final_clocks.png
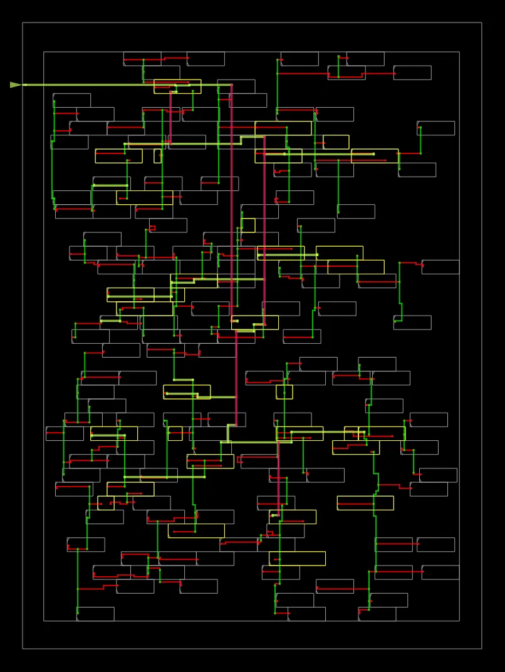
gate_families.png
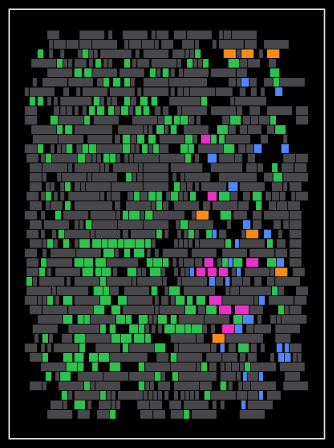
zoom.png
Window x 0 to 50, y 67 to 117 microns. Cells in gray, sequential cells in the stronger gray; small squares are vias.
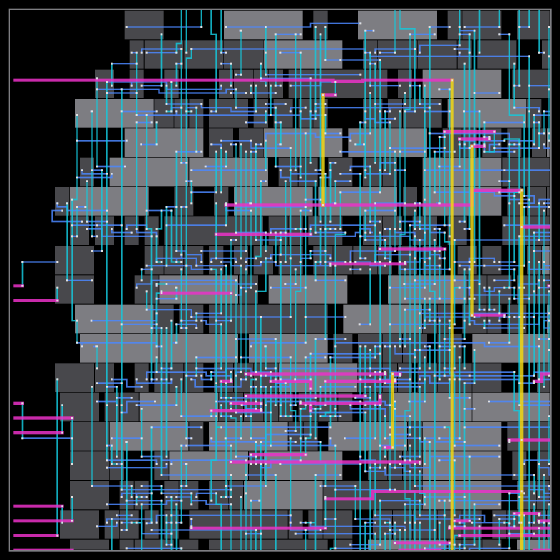
### config.mk
export PLATFORM = sky130hd
export DESIGN_NAME = i2s_dac_tx
export DESIGN_NICKNAME = d
export VERILOG_FILES = /design/src/rtl/audio_pkg.sv /design/src/rtl/i2s_clk_gen.sv /design/src/rtl/i2s_dac_tx.sv
export SDC_FILE = /design/constraint.sdc
export NUM_CORES = 1
export LEC_CHECK = 0
export ABC_CLOCK_PERIOD_IN_PS = 6250
export CORE_ASPECT_RATIO = 1.4
export CORE_MARGIN = 4
export CORE_UTILIZATION = 59
export CTS_CLUSTER_DIAMETER = 80
export CTS_CLUSTER_SIZE = 30
export DETAILED_ROUTE_END_ITERATION = 16
export GPL_TIMING_DRIVEN = 0
export MAX_ROUTING_LAYER = met4
export PLACE_DENSITY = 0.85
export SLEW_MARGIN = 0
export SYNTH_ARGS = -nofsm -noshare
export SYNTH_HDL_FRONTEND = slang
export SYNTH_SLANG_ARGS = --single-unit
### constraint.sdc
create_clock -name clk -period 6.25 [get_ports clk]
set_clock_uncertainty 0.2 [all_clocks]
set_input_delay 0.625 -clock clk [delete_from_list [all_inputs] [get_ports clk]]
set_output_delay 0.625 -clock clk [all_outputs]
set_load 0.05 [all_outputs]
### src/rtl/audio_pkg.sv
// Shared audio-path definitions: I2S frame geometry, transmitter states and the
// WM8731 constants also used by the codec configuration block.
package audio_pkg;

  localparam int unsigned SAMPLE_W  = 24;
  localparam int unsigned SLOTS     = 32;
  localparam int unsigned I2S_DELAY = 1;

  // WM8731 framing shared with the I2C configuration block
  localparam int unsigned MCLK_PER_FS     = 256;
  localparam int unsigned FRAME_SLOTS     = 2 * SLOTS;
  localparam logic [6:0]  WM8731_I2C_ADDR = 7'h1A;
  localparam int unsigned WM8731_CMD_W    = 16;

  typedef enum logic [1:0] {
    IDLE  = 2'd0,
    PRIME = 2'd1,
    RUN   = 2'd2
  } tx_state_e;

endpackage

### src/rtl/i2s_clk_gen.sv
// BCLK divider and slot counter; strobes mark the clk cycle before each BCLK edge.
module i2s_clk_gen #(
  parameter int unsigned BCLK_DIV = 4,
  parameter int unsigned SLOTS    = audio_pkg::SLOTS
) (
  input  logic                         clk,
  input  logic                         rst_n,
  input  logic                         en,
  output logic                         fall_c,
  output logic                         rise_c,
  output logic                         frame_start_c,
  output logic [$clog2(2*SLOTS)-1:0]   slot
);

  localparam int unsigned DIV_W  = $clog2(BCLK_DIV);
  localparam int unsigned SLOT_W = $clog2(2*SLOTS);

  logic [DIV_W-1:0] div_cnt;

  // slot holds the index opened by the next fall strobe
  always_ff @(posedge clk) begin
    if (!rst_n || !en) begin
      div_cnt <= '0;
      slot    <= '0;
    end else begin
      div_cnt <= (div_cnt == DIV_W'(BCLK_DIV-1)) ? '0 : div_cnt + DIV_W'(1);
      if (fall_c)
        slot <= (slot == SLOT_W'(2*SLOTS-1)) ? '0 : slot + SLOT_W'(1);
    end
  end

  assign fall_c        = en && (div_cnt == DIV_W'(BCLK_DIV/2-1));
  assign rise_c        = en && (div_cnt == DIV_W'(BCLK_DIV-1));
  assign frame_start_c = fall_c && (slot == '0);

endmodule

### src/rtl/i2s_dac_tx.sv
// I2S transmitter to the WM8731 DAC (codec slave): one-entry sample buffer,
// frame loader and MSB-first serialiser with the I2S one-bit delay.
module i2s_dac_tx #(
  parameter int unsigned BCLK_DIV = 4,
  parameter int unsigned SAMPLE_W = audio_pkg::SAMPLE_W,
  parameter int unsigned SLOTS    = audio_pkg::SLOTS
) (
  input  logic                clk,
  input  logic                rst_n,
  input  logic                cfg_done,
  input  logic                s_valid,
  output logic                s_ready,
  input  logic [SAMPLE_W-1:0] s_left,
  input  logic [SAMPLE_W-1:0] s_right,
  output logic                aud_bclk,
  output logic                aud_daclrck,
  output logic                aud_dacdat,
  output logic                frame_tick,
  output logic [15:0]         underflow_cnt
);
  import audio_pkg::tx_state_e, audio_pkg::IDLE, audio_pkg::PRIME, audio_pkg::RUN;
  import audio_pkg::I2S_DELAY;

  localparam int unsigned SLOT_W = $clog2(2*SLOTS);

  tx_state_e state_q, state_d;
  logic      buf_full_q, buf_full_d, primed_q, primed_d;
  logic [SAMPLE_W-1:0] buf_l_q, buf_l_d, buf_r_q, buf_r_d;
  logic [SAMPLE_W-1:0] sh_l_q, sh_l_d, sh_r_q, sh_r_d;
  logic      bclk_d, lrck_d, dat_d, tick_d, ready_d;
  logic [15:0] ucnt_d;

  logic              clk_en_c, fall_c, rise_c, frame_start_c;
  logic [SLOT_W-1:0] slot, k_c;
  logic              right_c, data_slot_c;

  assign clk_en_c = cfg_done && (state_q != IDLE);

  i2s_clk_gen #(.BCLK_DIV(BCLK_DIV), .SLOTS(SLOTS)) u_clk_gen (
    .clk           (clk),
    .rst_n         (rst_n),
    .en            (clk_en_c),
    .fall_c        (fall_c),
    .rise_c        (rise_c),
    .frame_start_c (frame_start_c),
    .slot          (slot)
  );

  assign right_c     = (slot >= SLOT_W'(SLOTS));
  assign k_c         = right_c ? slot - SLOT_W'(SLOTS) : slot;
  assign data_slot_c = (k_c >= SLOT_W'(I2S_DELAY)) && (k_c < SLOT_W'(SAMPLE_W + I2S_DELAY));

  always_ff @(posedge clk) begin
    if (!rst_n) begin
      state_q       <= IDLE;
      buf_full_q    <= 1'b0;
      primed_q      <= 1'b0;
      buf_l_q       <= '0;
      buf_r_q       <= '0;
      sh_l_q        <= '0;
      sh_r_q        <= '0;
      s_ready       <= 1'b0;
      aud_bclk      <= 1'b0;
      aud_daclrck   <= 1'b0;
      aud_dacdat    <= 1'b0;
      frame_tick    <= 1'b0;
      underflow_cnt <= '0;
    end else begin
      state_q       <= state_d;
      buf_full_q    <= buf_full_d;
      primed_q      <= primed_d;
      buf_l_q       <= buf_l_d;
      buf_r_q       <= buf_r_d;
      sh_l_q        <= sh_l_d;
      sh_r_q        <= sh_r_d;
      s_ready       <= ready_d;
      aud_bclk      <= bclk_d;
      aud_daclrck   <= lrck_d;
      aud_dacdat    <= dat_d;
      frame_tick    <= tick_d;
      underflow_cnt <= ucnt_d;
    end
  end

  always_comb begin
    state_d    = state_q;
    buf_full_d = buf_full_q;
    primed_d   = primed_q;
    buf_l_d    = buf_l_q;
    buf_r_d    = buf_r_q;
    sh_l_d     = sh_l_q;
    sh_r_d     = sh_r_q;
    bclk_d     = aud_bclk;
    lrck_d     = aud_daclrck;
    dat_d      = aud_dacdat;
    tick_d     = 1'b0;
    ucnt_d     = underflow_cnt;

    case (state_q)
      IDLE: begin
        buf_full_d = 1'b0;
        primed_d   = 1'b0;
        bclk_d     = 1'b0;
        lrck_d     = 1'b0;
        dat_d      = 1'b0;
        if (cfg_done) state_d = PRIME;
      end
      default: begin
        if (!cfg_done) begin
          // abort: flush the buffer and park the bus low, keep the count
          state_d    = IDLE;
          buf_full_d = 1'b0;
          primed_d   = 1'b0;
          bclk_d     = 1'b0;
          lrck_d     = 1'b0;
          dat_d      = 1'b0;
        end else begin
          if (s_valid && s_ready) begin
            buf_full_d = 1'b1;
            buf_l_d    = s_left;
            buf_r_d    = s_right;
          end
          if (rise_c) bclk_d = 1'b1;
          if (fall_c) bclk_d = 1'b0;

          if (frame_start_c) begin
            tick_d = 1'b1;
            lrck_d = 1'b0;
            dat_d  = 1'b0;
            if (state_q == PRIME && !primed_q) begin
              sh_l_d   = '0;
              sh_r_d   = '0;
              primed_d = 1'b1;
            end else begin
              if (buf_full_q) begin
                sh_l_d     = buf_l_q;
                sh_r_d     = buf_r_q;
                buf_full_d = 1'b0;
              end else begin
                sh_l_d = '0;
                sh_r_d = '0;
                if (state_q == RUN && underflow_cnt != '1)
                  ucnt_d = underflow_cnt + 16'd1;
              end
              state_d = RUN;
            end
          end else if (fall_c) begin
            if (slot == SLOT_W'(SLOTS)) lrck_d = 1'b1;
            dat_d = 1'b0;
            if (data_slot_c) begin
              if (right_c) begin
                dat_d  = sh_r_q[SAMPLE_W-1];
                sh_r_d = {sh_r_q[SAMPLE_W-2:0], 1'b0};
              end else begin
                dat_d  = sh_l_q[SAMPLE_W-1];
                sh_l_d = {sh_l_q[SAMPLE_W-2:0], 1'b0};
              end
            end
          end
        end
      end
    endcase

    ready_d = (state_d != IDLE) && !buf_full_d;
  end

endmodule

==> out/metrics.cfg <==
[status]
status=completed

[cts]
clk_latency_ns=0.42
cts_tree=yes
post-cts-setup-buffers=0

[drt]
ant_nets=0
drt_iter0_drc=484

[setup_path]
path_class=reg2reg

[pwr]
combPwrFrac=0.033
switching_share=0.196
leakage_nw=2.26

[floorplanning]
chipArea_sq_um=11000
die_w_microns=89.9

[global_routing]
grt_max_degree=17
grt_remaining_overflow=0

[logic_synthesis]
ys_sh_simple=0.221
netlist_area_sq_um=5550

[cells_and_area]
nNetsFinal=822
fin_area_sq_um=7090
drive_gt1_frac=0.0553

[timing]
max_freq_mhz=332

Back to the opening pictures, final_clocks.png:
clk sink count: 129
total CTS buffers: 17
flop count: 129

Back to the opening pictures, gate_families.png:
Key: green = inverting AOI/OAI gates [cells 195, most used a21oi_1]; blue = NOR gates [cells 28, most used nor2_1]; magenta = AND-OR and OR-AND gates [cells 11, most used o21a_1]; orange = multiplexers [cells 7, most used mux2i_1]
Non-Filler Instances: 884
Comb/total area: 0.380

Back to the opening pictures, zoom.png:
Key: cyan = met2; blue = met1; magenta = met3; yellow = met4
Netlist names of flops here include `sh_l_q` (19), `buf_l_q` (18). Most frequent: nand2_1 (57), dfxtp_1 (38). Sequential cells in the window: 38. 213 logic cells have their middle in the window.

-- flip-flops by register name, summed over array words and instances (netlist names) --
signal and count:
aud_dacdat 1, sh_l_q 24, buf_r_q 24, aud_daclrck 1, u_clk_gen.slot 6, u_clk_gen.div_cnt 2, sh_r_q 24, underflow_cnt 16
aud_bclk 1, buf_full_q 1, state_q 2, s_ready 1, buf_l_q 24, primed_q 1, frame_tick 1
-- worst max-delay path by stage --
stage / slack [ns] / startpoint / depth (start not counted) / end
floorplan: 3.60 / u_clk_gen.slot[0]$_SDFFE_PP0P_ / 9 / underflow_cnt[5]$_SDFFE_PN0P_
global placement: 3.09 / cfg_done / 8 / sh_r_q[16]$_SDFFE_PN0P_
detailed placement: 3.06 / cfg_done / 8 / sh_r_q[12]$_SDFFE_PN0P_
CTS: 3.27 / u_clk_gen.slot[0]$_SDFFE_PP0P_ / 9 / underflow_cnt[5]$_SDFFE_PN0P_
global route: 3.15 / u_clk_gen.div_cnt[0]$_SDFF_PP0_ / 9 / sh_r_q[20]$_SDFFE_PN0P_
finish: 3.24 / u_clk_gen.slot[0]$_SDFFE_PP0P_ / 9 / underflow_cnt[5]$_SDFFE_PN0P_
-- power by group through the flow --
| stage | Clock, mW | Combinational, mW | Sequential [mW] |
|---|---|---|---|
| global placement | 0 | 0.0653 | 0.849 |
| finish | 1.17 | 0.0682 | 0.832 |
| detailed placement | 0 | 0.0669 | 0.849 |
| global route | 1.21 | 0.0738 | 0.832 |
| CTS | 1.17 | 0.0678 | 0.831 |
| floorplan | 0 | 0.0241 | 0.849 |
-- critical path, cell delays in order (launching register included) --
cell,delay (ns)
dfxtp_1,0.34
inv_1,0.09
ha_1,0.18
or4b_4,0.47
buf_6,0.15
or4_4,0.49
buf_6,0.16
buf_2,0.18
o311ai_0,0.45
o41ai_1,0.16
-- layer usage --
layer / share of wire / vias to the layer above / track usage
li1: - / 2630 / -
met1: 0.39 / 2574 / 0.300
met2: 0.52 / 258 / 0.518
met3: 0.064 / 39 / 0.0582
met4: 0.025 / 0 / 0.112
met5: 0 / - / -
-- cells in the mapped netlist, types with 2 or more instances --
cell and n:
xor2_1 3, buf_2 3, nand4b_1 4, a31oi_1 23, o211a_1 3, or3_1 4, nor2_1 12, buf_6 3
o21a_1 6, and3_1 5, and4_1 4, or4_1 6, o31ai_1 4, nor3_1 5, nor4_1 7, a21oi_1 85
a211oi_1 23, dfxtp_1 129, nand3_1 36, mux2i_1 7, o41ai_1 4, buf_1 6, ha_1 6, nor3b_1 2
inv_1 5, clkbuf_1 47, and2_1 5, o311ai_0 3, nand2_1 141, nand4_1 9, a21boi_0 2, o21ai_0 25
or2_2 3, nand2b_1 11, a32oi_1 23
-- cell type report --
| class | instances | area [sq um] |
|---|---|---|
| Multi-Input combinational cell | 480 | 2690 |
| Sequential cell | 129 | 2580 |
| Fill cell | 628 | 1990 |
| Timing Repair Buffer | 71 | 711 |
| Clock buffer | 19 | 443 |
| Clock inverter | 13 | 258 |
| Buffer | 59 | 248 |
| Tap cell | 107 | 134 |
| Inverter | 6 | 22.5 |
Power figures rest on the tool's default switching activity, not on a simulated workload.
